**Run 1: the metal 1 layer**

Scale: 3 px per µm. Supply wires on this layer in gray.
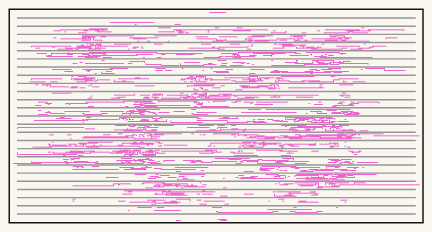
**Run 1: clock wiring as the flow saved it**

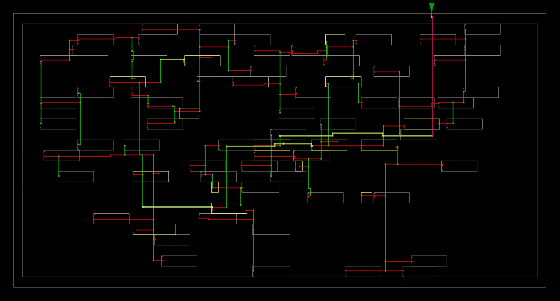
**Run 1: cell density map**

Scale: 4 px per µm. 14 x 7 tiles, from white (low) to dark blue (high), 0 to 100% covered.
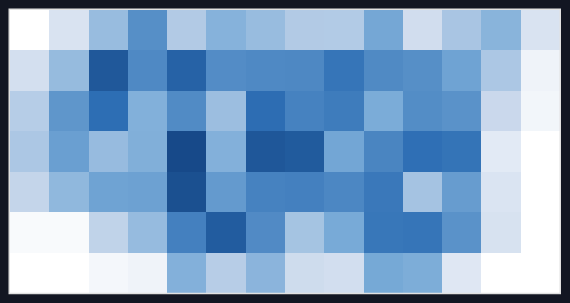
## src/rtl/spi_master_mc.sv

```systemverilog
// SPI master serialiser: programmable SCLK divider, all CPOL/CPHA modes, bit-order select,
// active-low chip selects that can be held across words, valid/ready command port.
module spi_master_mc #(
   parameter int unsigned DATA_W = 8,
   parameter int unsigned NUM_CS = 4,
   parameter int unsigned DIV_W  = 8,
   parameter int unsigned CS_W   = (NUM_CS > 1) ? $clog2(NUM_CS) : 1
) (
   input  logic              sys_clk,
   input  logic              sys_rst_n,
   input  logic              cfg_cpol,
   input  logic              cfg_cpha,
   input  logic              cfg_lsb_first,
   input  logic [DIV_W-1:0]  cfg_clk_div,
   input  logic              cmd_valid,
   output logic              cmd_ready,
   input  logic [DATA_W-1:0] cmd_data,
   input  logic [CS_W-1:0]   cmd_cs_sel,
   input  logic              cmd_hold_cs,
   input  logic              cmd_release,
   output logic              rsp_valid,
   output logic [DATA_W-1:0] rsp_data,
   output logic              busy,
   output logic              spi_clk_o,
   output logic              spi_mosi_o,
   output logic [NUM_CS-1:0] spi_cs_o,
   input  logic              spi_miso_i
);

   localparam int unsigned EW = $clog2(2 * DATA_W);

   typedef enum logic [2:0] {StIdle, StSetup, StXfer, StHold, StTrail, StGap} state_e;

   state_e            state_q, state_d;
   logic [DIV_W-1:0]  cnt_q, cnt_d, div_q, div_d;
   logic [EW-1:0]     edge_q, edge_d;
   logic [DATA_W-1:0] tx_q, tx_d, rx_q, rx_d, rsp_data_q, rsp_data_d;
   logic [CS_W-1:0]   cs_sel_q, cs_sel_d;
   logic [NUM_CS-1:0] cs_q, cs_d;
   logic              hold_q, hold_d, cpol_q, cpol_d, cpha_q, cpha_d;
   logic              lsb_q, lsb_d, pend_q, pend_d;
   logic              sclk_q, sclk_d, mosi_q, mosi_d, rsp_valid_q, rsp_valid_d;

   logic              accept, tick, last_edge, same_cs, leading, enter_setup;
   logic [DATA_W-1:0] src_data;
   logic [CS_W-1:0]   src_sel;
   logic              src_cpha, src_lsb;

   assign cmd_ready = (state_q == StIdle) | (state_q == StHold);
   assign accept    = cmd_valid & cmd_ready;
   assign tick      = (cnt_q == div_q);
   assign last_edge = (edge_q == EW'(2 * DATA_W - 1));
   assign same_cs   = (cmd_cs_sel == cs_sel_q);
   assign leading   = ~edge_q[0];

   // A word entering SETUP comes either straight from the command port or from the
   // command parked during a CS-switch GAP.
   assign src_data = accept ? cmd_data      : tx_q;
   assign src_sel  = accept ? cmd_cs_sel    : cs_sel_q;
   assign src_cpha = accept ? cfg_cpha      : cpha_q;
   assign src_lsb  = accept ? cfg_lsb_first : lsb_q;

   always_ff @(posedge sys_clk or negedge sys_rst_n) begin
      if (!sys_rst_n) begin
         state_q <= StIdle;
      end else begin
         state_q <= state_d;
      end
   end

   always_comb begin
      state_d = state_q;
      case (state_q)
         StIdle:  if (accept) state_d = StSetup;
         StSetup: if (tick) state_d = StXfer;
         StXfer:  if (tick && last_edge) state_d = hold_q ? StHold : StTrail;
         StHold: begin
            if (accept)           state_d = same_cs ? StSetup : StGap;
            else if (cmd_release) state_d = StTrail;
         end
         StTrail: if (tick) state_d = StGap;
         StGap:   if (tick) state_d = pend_q ? StSetup : StIdle;
         default: state_d = StIdle;
      endcase
   end

   assign enter_setup = (state_d == StSetup) && (state_q != StSetup);

   always_comb begin
      div_d       = div_q;
      edge_d      = edge_q;
      tx_d        = tx_q;
      rx_d        = rx_q;
      rsp_data_d  = rsp_data_q;
      cs_sel_d    = cs_sel_q;
      cs_d        = cs_q;
      hold_d      = hold_q;
      cpol_d      = cpol_q;
      cpha_d      = cpha_q;
      lsb_d       = lsb_q;
      pend_d      = pend_q;
      sclk_d      = sclk_q;
      mosi_d      = mosi_q;
      rsp_valid_d = 1'b0;
      cnt_d = (tick || state_q == StIdle || state_q == StHold) ? '0 : cnt_q + DIV_W'(1);

      if (accept) begin
         tx_d     = cmd_data;
         cs_sel_d = cmd_cs_sel;
         hold_d   = cmd_hold_cs;
         cpol_d   = cfg_cpol;
         cpha_d   = cfg_cpha;
         lsb_d    = cfg_lsb_first;
         div_d    = cfg_clk_div;
         pend_d   = (state_q == StHold) && !same_cs;
      end

      case (state_q)
         StIdle:  sclk_d = cfg_cpol;
         StSetup: sclk_d = cpol_q;
         StXfer: begin
            if (tick) begin
               edge_d = edge_q + EW'(1);
               sclk_d = ~sclk_q;
               if (leading ^ cpha_q) begin
                  rx_d = lsb_q ? {spi_miso_i, rx_q[DATA_W-1:1]} : {rx_q[DATA_W-2:0], spi_miso_i};
               end else begin
                  mosi_d = lsb_q ? tx_q[0] : tx_q[DATA_W-1];
                  tx_d   = lsb_q ? (tx_q >> 1) : (tx_q << 1);
               end
               if (last_edge) begin
                  rsp_valid_d = 1'b1;
                  rsp_data_d  = rx_d;
               end
            end
         end
         StHold:  if (accept && !same_cs) cs_d = '1;
         StTrail: if (tick) cs_d = '1;
         StGap: begin
            sclk_d = cpol_q;
            if (tick) pend_d = 1'b0;
         end
         default: ;
      endcase

      // CPHA=0 must present the first bit as soon as CS asserts.
      if (enter_setup) begin
         cs_d = '1;
         for (int i = 0; i < NUM_CS; i++) begin
            if (src_sel == CS_W'(i)) cs_d[i] = 1'b0;
         end
         edge_d = '0;
         rx_d   = '0;
         if (!src_cpha) begin
            mosi_d = src_lsb ? src_data[0] : src_data[DATA_W-1];
            tx_d   = src_lsb ? (src_data >> 1) : (src_data << 1);
         end else begin
            mosi_d = 1'b0;
            tx_d   = src_data;
         end
      end
   end

   always_ff @(posedge sys_clk or negedge sys_rst_n) begin
      if (!sys_rst_n) begin
         cnt_q       <= '0;
         div_q       <= '0;
         edge_q      <= '0;
         tx_q        <= '0;
         rx_q        <= '0;
         rsp_data_q  <= '0;
         cs_sel_q    <= '0;
         cs_q        <= '1;
         hold_q      <= 1'b0;
         cpol_q      <= 1'b0;
         cpha_q      <= 1'b0;
         lsb_q       <= 1'b0;
         pend_q      <= 1'b0;
         sclk_q      <= 1'b0;
         mosi_q      <= 1'b0;
         rsp_valid_q <= 1'b0;
      end else begin
         cnt_q       <= cnt_d;
         div_q       <= div_d;
         edge_q      <= edge_d;
         tx_q        <= tx_d;
         rx_q        <= rx_d;
         rsp_data_q  <= rsp_data_d;
         cs_sel_q    <= cs_sel_d;
         cs_q        <= cs_d;
         hold_q      <= hold_d;
         cpol_q      <= cpol_d;
         cpha_q      <= cpha_d;
         lsb_q       <= lsb_d;
         pend_q      <= pend_d;
         sclk_q      <= sclk_d;
         mosi_q      <= mosi_d;
         rsp_valid_q <= rsp_valid_d;
      end
   end

   assign busy       = (state_q != StIdle);
   assign rsp_valid  = rsp_valid_q;
   assign rsp_data   = rsp_data_q;
   assign spi_clk_o  = sclk_q;
   assign spi_mosi_o = mosi_q;
   assign spi_cs_o   = cs_q;

endmodule

```

## config.mk

```make
export PLATFORM = sky130hd
export DESIGN_NAME = spi_master_mc
export DESIGN_NICKNAME = d
export VERILOG_FILES = /design/src/rtl/spi_master_mc.sv
export SDC_FILE = /design/constraint.sdc
export NUM_CORES = 1
export LEC_CHECK = 0
export CAP_MARGIN = 20
export CORE_ASPECT_RATIO = 0.5
export CORE_MARGIN = 2
export CORE_UTILIZATION = 40
export CTS_CLUSTER_SIZE = 24
export DETAILED_ROUTE_END_ITERATION = 7
export SLEW_MARGIN = 10
export SYNTH_ARGS = -nofsm -noshare
export SYNTH_HDL_FRONTEND = slang
export SYNTH_SLANG_ARGS = --single-unit
```

## constraint.sdc

```tcl
create_clock -name sys_clk -period 3.5 [get_ports sys_clk]
set_input_delay 0.35 -clock sys_clk [delete_from_list [all_inputs] [get_ports sys_clk]]
set_output_delay 0.35 -clock sys_clk [all_outputs]
set_load 0.02 [all_outputs]
```

==> notes.md, run 1 <==
Implementation results.

The H-tree was split into 3 levels. The clock period minus final worst setup slack is 2.73 ns. The worst setup path is of the flip-flop to flip-flop kind. In this run the VDD rail shows a maximum IR drop of 343 µV. The fraction of area in non-clock buffers is 0.108. The main logic family after synthesis is multiplexers. The global-route wire length before repair is 13100 µm. The number of antenna-violating nets in the routed design is 0. met3 track demand over resource after global routing is 0.0487. The average instance in the mapped netlist occupies 10.6 µm². The logic depth of the worst setup path including buffers is 7. The part of the total power dissipated in the clock network is 0.238. For reference, the critical path cell chain is xor2_1, nor4_4, nand2_4, o41a_1, a2111oi_4, buf_4, mux2_2. Detailed-route iteration 0 reported a violation count of 159. The final number of setup-violating endpoints is 0.

The number of standard cells in the layout, taps in and fillers out is 503. The number of buffers added to fix hold violations after cts is 0. The proportion of cell area spent on the clock network is 0.0681.

The count of buffers added on input and output ports is 43. The gate family responsible for the most delay along the worst path is AND-OR/OR-AND gates. The placer's final routability congestion estimate is 0.860. The total of plain and repair buffers excluding clock buffers is 50.

The flow ran to the end, and the final reports show no timing, DRC or antenna violations. The leading cell type by number of instances after synthesis is sky130_fd_sc_hd__dfrtp_1. The synthesis log from Yosys contains 0 warnings.

The timing-limited maximum frequency is 0.366 GHz. Per the GRT log, the top usage layer is met2. In the log, the iteration count for the first detailed-route pass is 4. The post-place instance area is 4110 µm². The number of logic gates is 249. The amount of wire on met3 after detailed routing is 240 µm. The number of different library cells used by synthesis comes to 47. The power density over cell area is 838 nW/µm². The highest layer touched by signal routing is met4.

Total global-route track usage over all layers is 0.173. Counting the fill cells in the layout gives 775. At the pin with the least slew margin, the transition time is 0.899 ns.

For this run, design rule violations remaining after detail routing come to 0. The register share after synthesis is 0.430. For the worst flop-to-flop path, the logic depth is 7.

The cell type with the largest total area is sky130_fd_sc_hd__dfrtp_1. The TritonCTS clock tree is yes. The synthesis report lists the most area-consuming cells as sky130_fd_sc_hd__dfrtp_1, sky130_fd_sc_hd__mux2i_1, sky130_fd_sc_hd__mux2_2. The non-clock inverter instance count of the final layout is 11.

Sequential power for this build is 1.19 mW. In this run the horizontal extent of the chip is 137 µm. The fraction of post-synthesis cell area in the top cell type by area is 0.401. The commonest register cell after synthesis is sky130_fd_sc_hd__dfrtp_1. In the final layout, the multi-input gates occupy 1910 µm². The number of nets in the synthesized netlist is 366.

The area of the mapped netlist is 3560 µm². The via count of the first global-routing pass is 2652. Of the total synthesized cell area, the portion taken by full adders, half adders and majority gates is 0.00703. Entering global routing, the biggest net connects 37 pins. The area fraction in compound gates after synthesis is 0.0879. The most frequent logic cell in the layout is sky130_fd_sc_hd__dfrtp_1. The reported max-cap violation count is 0.

The number of max-slew violations in the final report is 0. Across the whole layout, storage elements account for 1530 µm². Of the total power, combinational logic draws 0.440. The switching portion of total power is 0.379. Along the worst path, the maximum fanout reaches 25. Pin placement for this block handled 44 I/O pins. After detailed routing, the met2 layer carries 3500 µm of wire. Of the total standard cell area in the layout, the sequential portion is 0.347. The final design area excluding fillers is 4410 µm². In this run the tightest slew margin relative to its limit is 0.401. The area fraction in and, or, nand and nor cells after synthesis is 0.127.
-- 'the metal 1 layer' (at the start) --
- share of all routed wire: 51%
- nets with wire on the layer: 377
- main direction: horizontal
- wire length on this layer: 3880 µm
- longest straight run: 31.3 µm
via count: 2574
met1 usage: 0.237
wire length after detailed routing: 7650 µm

-- 'clock wiring as the flow saved it' (at the start) --
clock latency reported for the late side of the worst-skew pair: 0.32 ns
Post-Route Skew: 0.00759 ns
sink count of the clock tree: 61
clock network power: 0.880 mW

-- 'cell density map' (at the start) --
- nearly empty tiles: 8.2%
- densest ninth of the die: center
- fullest tile: 90%
- emptiest ninth of the die: south-west
- mean over tiles: 44%
- tiles over 75% full: 8.2%
floorplan utilization: 0.410
total core area: 8680 µm²
post-route core utilization: 0.508

==> run 2: changes to the inputs <==
==> constraint.sdc (replaced) <==
create_clock -name sys_clk -period 2.35 [get_ports sys_clk]
set_input_delay 0.235 -clock sys_clk [delete_from_list [all_inputs] [get_ports sys_clk]]
set_output_delay 0.235 -clock sys_clk [all_outputs]
set_load 0.02 [all_outputs]
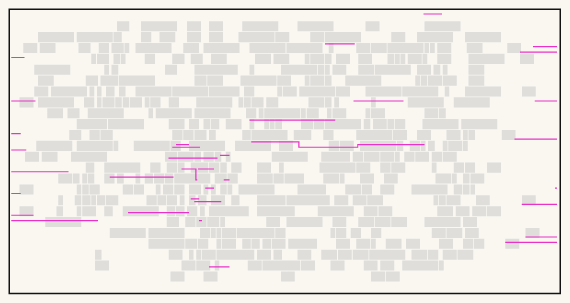
**Above:** run 2 (M3 wires).
Scale: 4 px per µm.
- longest straight run: 21.4 µm
- wire length on this layer: 287 µm
wire length after detailed routing: 8050 µm
met3 usage: 0.0538
via count: 2754

==> notes.md, run 2 <==
Implementation results.

The reported max-cap violation count is 0 (unchanged). The global-route usage over all layers is 0.185 (+0.0118). The non-clock inverter instance count of the final layout came to 11 (unchanged). The proportion of cell area spent on the clock network came to 0.0666 (-0.00156). The number of standard cells in the layout, taps in and fillers out was 540 (+7.4%).

The violation count after the first detailed-route iteration is 220 (+38%). The power density over cell area was 1290 nW/µm² (+54%). The number of unique standard cell types used by synthesis was 47 (unchanged). The floorplan utilization is 0.410 (unchanged). The via count of the first global-routing pass came to 2897 (+9.2%). The final timing report gives a worst setup slack of -0.0148 ns. The clock latency of the later-clocked register in the worst-skew pair is 0.33 ns (about the same).

The number of nets produced by synthesis is 366 (unchanged). The area growth from synthesis to final layout is 33.6%. The tightest slew margin relative to the limit is 0.578 (+0.177).

The sequential portion of the cell area is 0.322 (-0.0254). The global-route wire length before repair is 14100 µm (+7.1%). The area of the core is 8680 µm² (unchanged). The total of plain and repair buffers excluding clock buffers is 86 (+72%). In the post-synthesis netlist, the cell with the most instances is sky130_fd_sc_hd__dfrtp_1. The number of sinks on the clock net is 61 (unchanged). The final reports fail on setup timing. The number of antenna-violating nets in the routed design is 0 (unchanged). Timing analysis after detailed placement gives a worst setup slack of -0.120 ns. Once placement completed, the tool counted placed cells totaling 521. TritonCTS built the clock tree. The largest net degree at the start of global routing came to 37 (unchanged). The most frequent logic cell in the layout is sky130_fd_sc_hd__dfrtp_1. By area the synthesized netlist is led by sky130_fd_sc_hd__dfrtp_1, sky130_fd_sc_hd__mux2i_1, sky130_fd_sc_hd__mux2_2. The commonest register cell after synthesis is sky130_fd_sc_hd__dfrtp_1.

The area of the mapped netlist came to 3560 µm² (unchanged). The gate family responsible for the most delay along the worst path is AND-OR/OR-AND gates. The post-synthesis cell count from yosys is 337. Among the non-sequential cells, multiplexers take the most area. The number of buffers added to fix hold violations after cts came to 1 (+1). The launching element type of the critical path is a flip-flop. The largest total area in the synthesized netlist belongs to sky130_fd_sc_hd__dfrtp_1. The fraction of final layout cells sized beyond drive strength 1 is 0.241.

The part of the total power dissipated in the clock network was 0.230 (-0.008). The residual DRC count is 0 (unchanged). For reference, the top cells by count after synthesis are sky130_fd_sc_hd__dfrtp_1, sky130_fd_sc_hd__mux2i_1, sky130_fd_sc_hd__nor2_1. The clock transition time at the flip-flop clock pins of the worst setup and hold paths is 0.05 ns. The fraction of post-synthesis cell area in the top cell type by area is 0.401 (unchanged). The category of the most critical setup path is flip-flop to flip-flop. The maximum fanout along the worst path came to 10 (-60%).

The proportion of synthesized area in mux cells is 0.263. The sequential group power was 1.65 mW (+39%). The placer's final routability congestion estimate is 0.882 (+2.5%).

The area fraction in full adders, half adders and majority gates is 0.00703 (unchanged). The clock period minus final worst setup slack is 2.36 ns (-0.368 ns). The area fraction in compound gates after synthesis came to 0.0879 (unchanged). For reference, the critical path cell chain is xor2_1, nor4_4, nand2_4, o41a_1, a2111oi_4, buf_12, mux2_2.

The count of buffers from port buffering is 43 (unchanged). The detailed route wirelength on metal2 is 3690 µm (+5.6%). The count of H-tree levels built during CTS is 3 (unchanged). Among all cell classes, the greatest summed area belongs to logic gates. The timing-limited maximum frequency is 0.423 GHz (+16%). The maximum vdd ir drop came to 470 µV (+37%). The design draws 6.12 mW. The final number of setup-violating endpoints is 6 (+6).

The layout filler cell count was 743 (-4.1%). The cell with the biggest individual delay on the critical path is sky130_fd_sc_hd__o41a_1. The amount of wire on met3 after detailed routing is 286 µm (+19%).

The switching portion of total power came to 0.365 (-0.0144). The share of power burned in combinational logic is 0.501 (+0.061). The power group with the largest share is combinational logic. The actual transition at the worst max-transition pin came to 0.633 ns (-0.266 ns).

The area fraction in and, or, nand and nor cells after synthesis is 0.127 (unchanged). The length in cells of the worst reg-to-reg path is 7 (unchanged). The run finished, with violations left.

Global route summary, busiest routing layer listed as met2. The clock network power consumption is 1.41 mW (+60%). Per the synth log, the flip-flop and latch total comes to 61. Signal routing reaches up to met4. The met1 track demand over resource is 0.254 (+0.0170). The horizontal die dimension is 137 µm (unchanged). The worst clock skew came to 0.00542 ns (-0.00217 ns). The number of max-slew violations in the final report is 0 (unchanged). The fraction of area in non-clock buffers is 0.169 (+0.0607). The logic depth of the worst setup path including buffers is 7 (unchanged). The combinational gate area is 1920 µm² (+0.26%). The register cell area after layout is 1530 µm² (unchanged). The post-place instance area was 4410 µm² (+7.2%). The final design area excluding fillers came to 4760 µm² (+7.9%). The mean instance size in the synthesized netlist came to 10.6 µm² (unchanged). The count of yosys warnings during synthesis came to 0 (unchanged).

The detailed-routing iteration count for the pre-antenna-repair pass was 4 (unchanged). The core utilization of the finished layout is 0.548 (+0.0401).
No activity file was given, so power comes from the tool's default toggle rates.
